--- config.mk ---
export PLATFORM = sky130hd
export DESIGN_NAME = mem_access_unit
export DESIGN_NICKNAME = d
export VERILOG_FILES = /design/src/rtl/mem_access_unit.sv
export SDC_FILE = /design/constraint.sdc
export NUM_CORES = 2
export LEC_CHECK = 0
export ABC_AREA = 1
export CAP_MARGIN = 20
export CORE_UTILIZATION = 35
export DETAILED_ROUTE_END_ITERATION = 8
export GPL_TIMING_DRIVEN = 1
export SYNTH_ARGS = -nofsm -noshare
export SYNTH_HDL_FRONTEND = slang
export SYNTH_SLANG_ARGS = --single-unit
--- constraint.sdc ---
create_clock -name clk -period 3.5 [get_ports clk]
set_input_delay 0.35 -clock clk [delete_from_list [all_inputs] [get_ports clk]]
set_output_delay 0.35 -clock clk [all_outputs]
set_load 0.03 [all_outputs]
--- src/rtl/mem_access_unit.sv ---
// mem_access_unit: memory-stage responder between the EXE/MEM and MEM/WB
// registers. Services one load/store at a time against an internal
// word-organised data memory with a fixed number of wait states, holding
// the pipeline frozen (ready=0) while an access is in flight.
//
// Parameters:
//   DEPTH       data memory size in 32-bit words (power of two)
//   BASE_ADDR   byte address mapped to word 0
//   WAIT_STATES busy cycles inserted per access (0..15)
//
// Ports:
//   clk      rising-edge clock
//   rst      synchronous active-high reset
//   mem_r_en load request (held while ready=0)
//   mem_w_en store request (held while ready=0); wins over mem_r_en
//   address  byte address from the ALU
//   wr_data  store data
//   rd_data  registered load data, valid from the cycle after DONE
//   ready    combinational stall release: (IDLE & !req) | DONE
//   err      registered misalignment flag
//
// Optional feature: define MEM_ALIGN_CHECK_EN to reject accesses whose
// address[1:0] is non-zero (no wait states, no side effects, err=1).
// Without it the low address bits are ignored and err stays 0.
module mem_access_unit #(
  parameter int unsigned DEPTH       = 64,
  parameter int unsigned BASE_ADDR   = 1024,
  parameter int unsigned WAIT_STATES = 3
) (
  input  logic        clk,
  input  logic        rst,
  input  logic        mem_r_en,
  input  logic        mem_w_en,
  input  logic [31:0] address,
  input  logic [31:0] wr_data,
  output logic [31:0] rd_data,
  output logic        ready,
  output logic        err
);

  localparam int unsigned IDX_W = (DEPTH > 1) ? $clog2(DEPTH) : 1;
  localparam int unsigned CNT_W = 4;
  localparam bit          HAS_WAIT = (WAIT_STATES != 0);
  localparam logic [CNT_W-1:0] CNT_INIT =
    HAS_WAIT ? CNT_W'(WAIT_STATES - 1) : '0;

  typedef enum logic [1:0] {
    ST_IDLE = 2'd0,
    ST_BUSY = 2'd1,
    ST_DONE = 2'd2
  } state_e;

  state_e             state_q, state_d;
  logic [CNT_W-1:0]   cnt_q, cnt_d;
  logic [31:0]        rd_data_q, rd_data_d;
  logic               err_q, err_d;
  logic [31:0]        mem_q [DEPTH];

  logic               req_c;
  logic               misalign_c;
  logic               in_range_c;
  logic               store_c;
  logic [31:0]        word_off_c;
  logic [IDX_W-1:0]   idx_c;

  // Address decode; addresses below BASE_ADDR wrap to a huge offset.
  assign req_c      = mem_r_en | mem_w_en;
  assign word_off_c = (address - 32'(BASE_ADDR)) >> 2;
  assign in_range_c = (word_off_c < 32'(DEPTH));
  assign idx_c      = word_off_c[IDX_W-1:0];

`ifdef MEM_ALIGN_CHECK_EN
  assign misalign_c = |address[1:0];
`else
  assign misalign_c = 1'b0;
`endif

  // State, counter and registered outputs.
  always_ff @(posedge clk) begin
    if (rst) begin
      state_q   <= ST_IDLE;
      cnt_q     <= '0;
      rd_data_q <= '0;
      err_q     <= 1'b0;
    end else begin
      state_q   <= state_d;
      cnt_q     <= cnt_d;
      rd_data_q <= rd_data_d;
      err_q     <= err_d;
    end
  end

  // Data memory is not reset; a reset edge suppresses a pending store.
  always_ff @(posedge clk) begin
    if (!rst && store_c) begin
      mem_q[idx_c] <= wr_data;
    end
  end

  // Next-state, commit decisions and ready.
  always_comb begin
    state_d   = state_q;
    cnt_d     = cnt_q;
    rd_data_d = rd_data_q;
    err_d     = err_q;
    store_c   = 1'b0;
    ready     = 1'b0;

    unique case (state_q)
      ST_IDLE: begin
        ready = !req_c;
        if (req_c) begin
          if (misalign_c || !HAS_WAIT) begin
            state_d = ST_DONE;
          end else begin
            state_d = ST_BUSY;
            cnt_d   = CNT_INIT;
          end
        end
      end
      ST_BUSY: begin
        if (cnt_q == '0) begin
          state_d = ST_DONE;
        end else begin
          cnt_d = cnt_q - CNT_W'(1);
        end
      end
      ST_DONE: begin
        ready   = 1'b1;
        state_d = ST_IDLE;
        err_d   = misalign_c;
        // Inputs are still held here, so the commit uses them directly.
        if (!misalign_c) begin
          if (mem_w_en) begin
            store_c = in_range_c;
          end else if (mem_r_en) begin
            rd_data_d = in_range_c ? mem_q[idx_c] : '0;
          end
        end
      end
      default: begin
        state_d = ST_IDLE;
      end
    endcase
  end

  assign rd_data = rd_data_q;
  assign err     = err_q;

endmodule

### Met1 routing

Supply wires on this layer in grey.
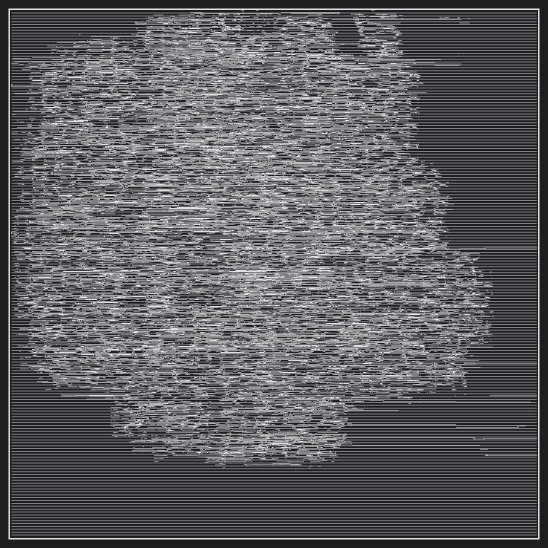
7573 nets have wire on it. The longest straight run is 163 um. The layer carries 111 mm of wire.
vias post-DR: 57300
GRT met1 Usage: 0.295
final wirelength: 252000 um

### M2 wires

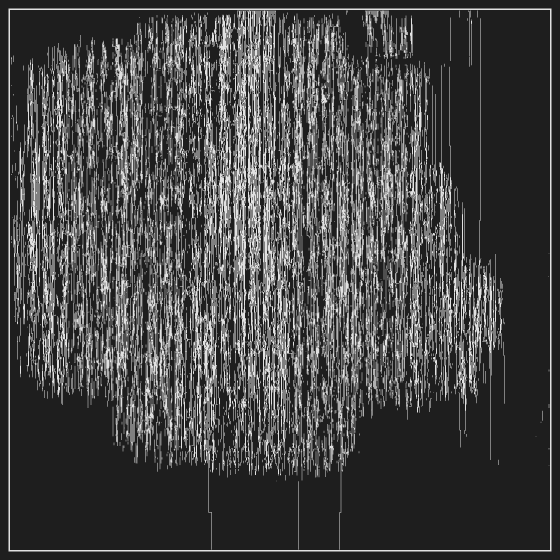
The layer carries 111 mm of wire. 5591 nets have wire on it. The wires run mostly vertical. The layer holds 44% of the routed length.

==> run summary <==
Notes on the physical implementation.

- The number of synthesized register bits is roughly 2100, for reference.
- Yosys printed 0 warnings.
- The number of antenna violations at the first check in global routing was 15.
- The worst-case headroom to the max-slew limit is 0.234, for reference.
- Among all cell types in the netlist, the one instantiated most often is sky130_fd_sc_hd__nand2_1.
- The number of enable-type register cells in the synthesized netlist is ~2000, for reference.
- The power in sequential cells is 27400 uW, for reference.
- The post-placement worst setup slack is 0.244 ns, for reference.
- The routed wire length on met2 is 111000 um, for reference.
- The flow reports power dissipated in combinational cells as 3160 uW.
- Per the detail_route log, the uppermost layer with routed signals is met5.
- The floorplan net count is 7943, for reference.
- The report puts the cell count of the worst reg-to-reg path at 14.
- The number of standard cells after synthesis is 7873, for reference.
- The die width is 498 um, for reference.
- The run finished with clean final reports.
- Dividing the detail-routed wire length by the instance count gives roughly 22 um.
- The placed instance count is between 10000 and 15000, for reference.
- The total routing usage reported by global routing is 0.200, for reference.
- Per the cell usage report, the commonest logic cell in the layout is sky130_fd_sc_hd__nand2_1.
- The sum of negative setup slack is 0 ns, for reference.
- The power report attributes to the combinational group a share of 0.060.
- The actual slew at the worst max-slew pin is 1.15 ns, for reference.
- In this run the power density over the cells is 525 nW/um^2.
- The final total power is 52600 uW, for reference.
- From the final report, the count of setup violators was given as 0.
- The number of standard cells in the final layout excluding fillers is 11500, for reference.
- The data arrival time at the worst-slack endpoint is approximately 2.2 ns, for reference.
- Walking the worst path, the cells encountered are inv_1, a21oi_1, clkdlybuf4s50_1.
- The script parses the final routing iteration and logs DRC violations as 0.
- The part of the cycle the worst path needs is 0.734, for reference.
- Yosys stat counts 7873 cells in the synthesized netlist.
- After layout, the setup clock skew is reported as 0.0617 ns.
- The share of total power dissipated in sequential elements is 0.521.
- Per STA, the endpoint of the critical path is ready.
- Of the total power, the share spent switching nets is 0.232.
- STA classifies the critical path endpoint as an output port.
- The register with the most flip-flops is mem_q, for reference.
- In the floorplan report the effective utilization is 0.353.
- Hold analysis lists the worst path endpoint as mem_q[49][6].
- In this run the critical register-to-register path is captured at rd_data[8].
### Signal wires on met3

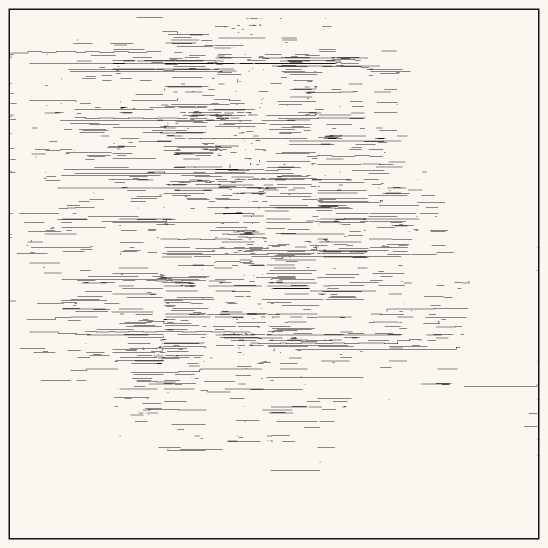
The wires run mostly horizontal. The layer carries 21.7 mm of wire.
met3 capacity usage during global routing: 0.0319

### Signal wires on met4

Scale bar: 100 um. Supply wires on this layer in grey. Cells faint in the background.
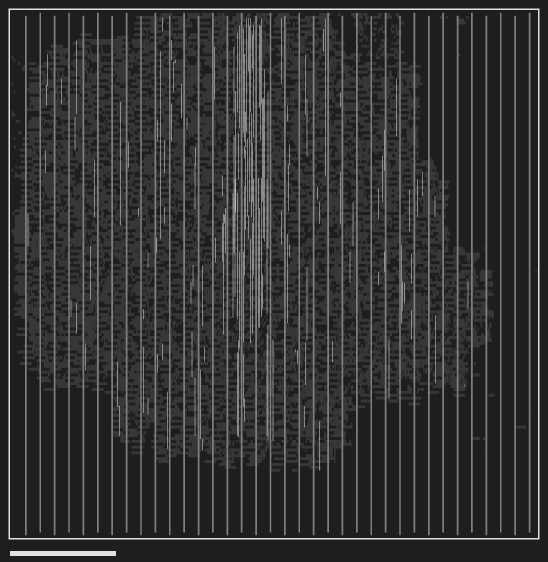
82 nets have wire on it. The wires run mostly vertical.

logic make-up after synthesis:
logic type,synth area share
XOR/XNOR,0.000102
flip-flops,0.723
buffers and inverters,0.0464
AND-OR/OR-AND,0.0205
other,0.0000436
AND/OR/NAND/NOR,0.209
adder cells (fa/ha/maj),0.000291
metrics by stage:
stage | util | area, sq um
2_1_floorplan | - | 86100
4_1_cts | 0.411 | 100000
6_report | 0.411 | 100000
3_5_place_dp | 0.383 | 93400
3_3_place_gp | 0.383 | 93400
5_1_grt | 0.411 | 100000
final cells by class:
type,instances,area [sq um]
sequential,2086,62300
tap,3202,4010
inverter,560,2120
clock inverter,135,1160
antenna,9,22.5
fill,22700,144000
timing repair buffer,383,4730
multi-input combinational,4820,20400
clock buffer,266,5570
No activity file was given, so power comes from the tool's default toggle rates.
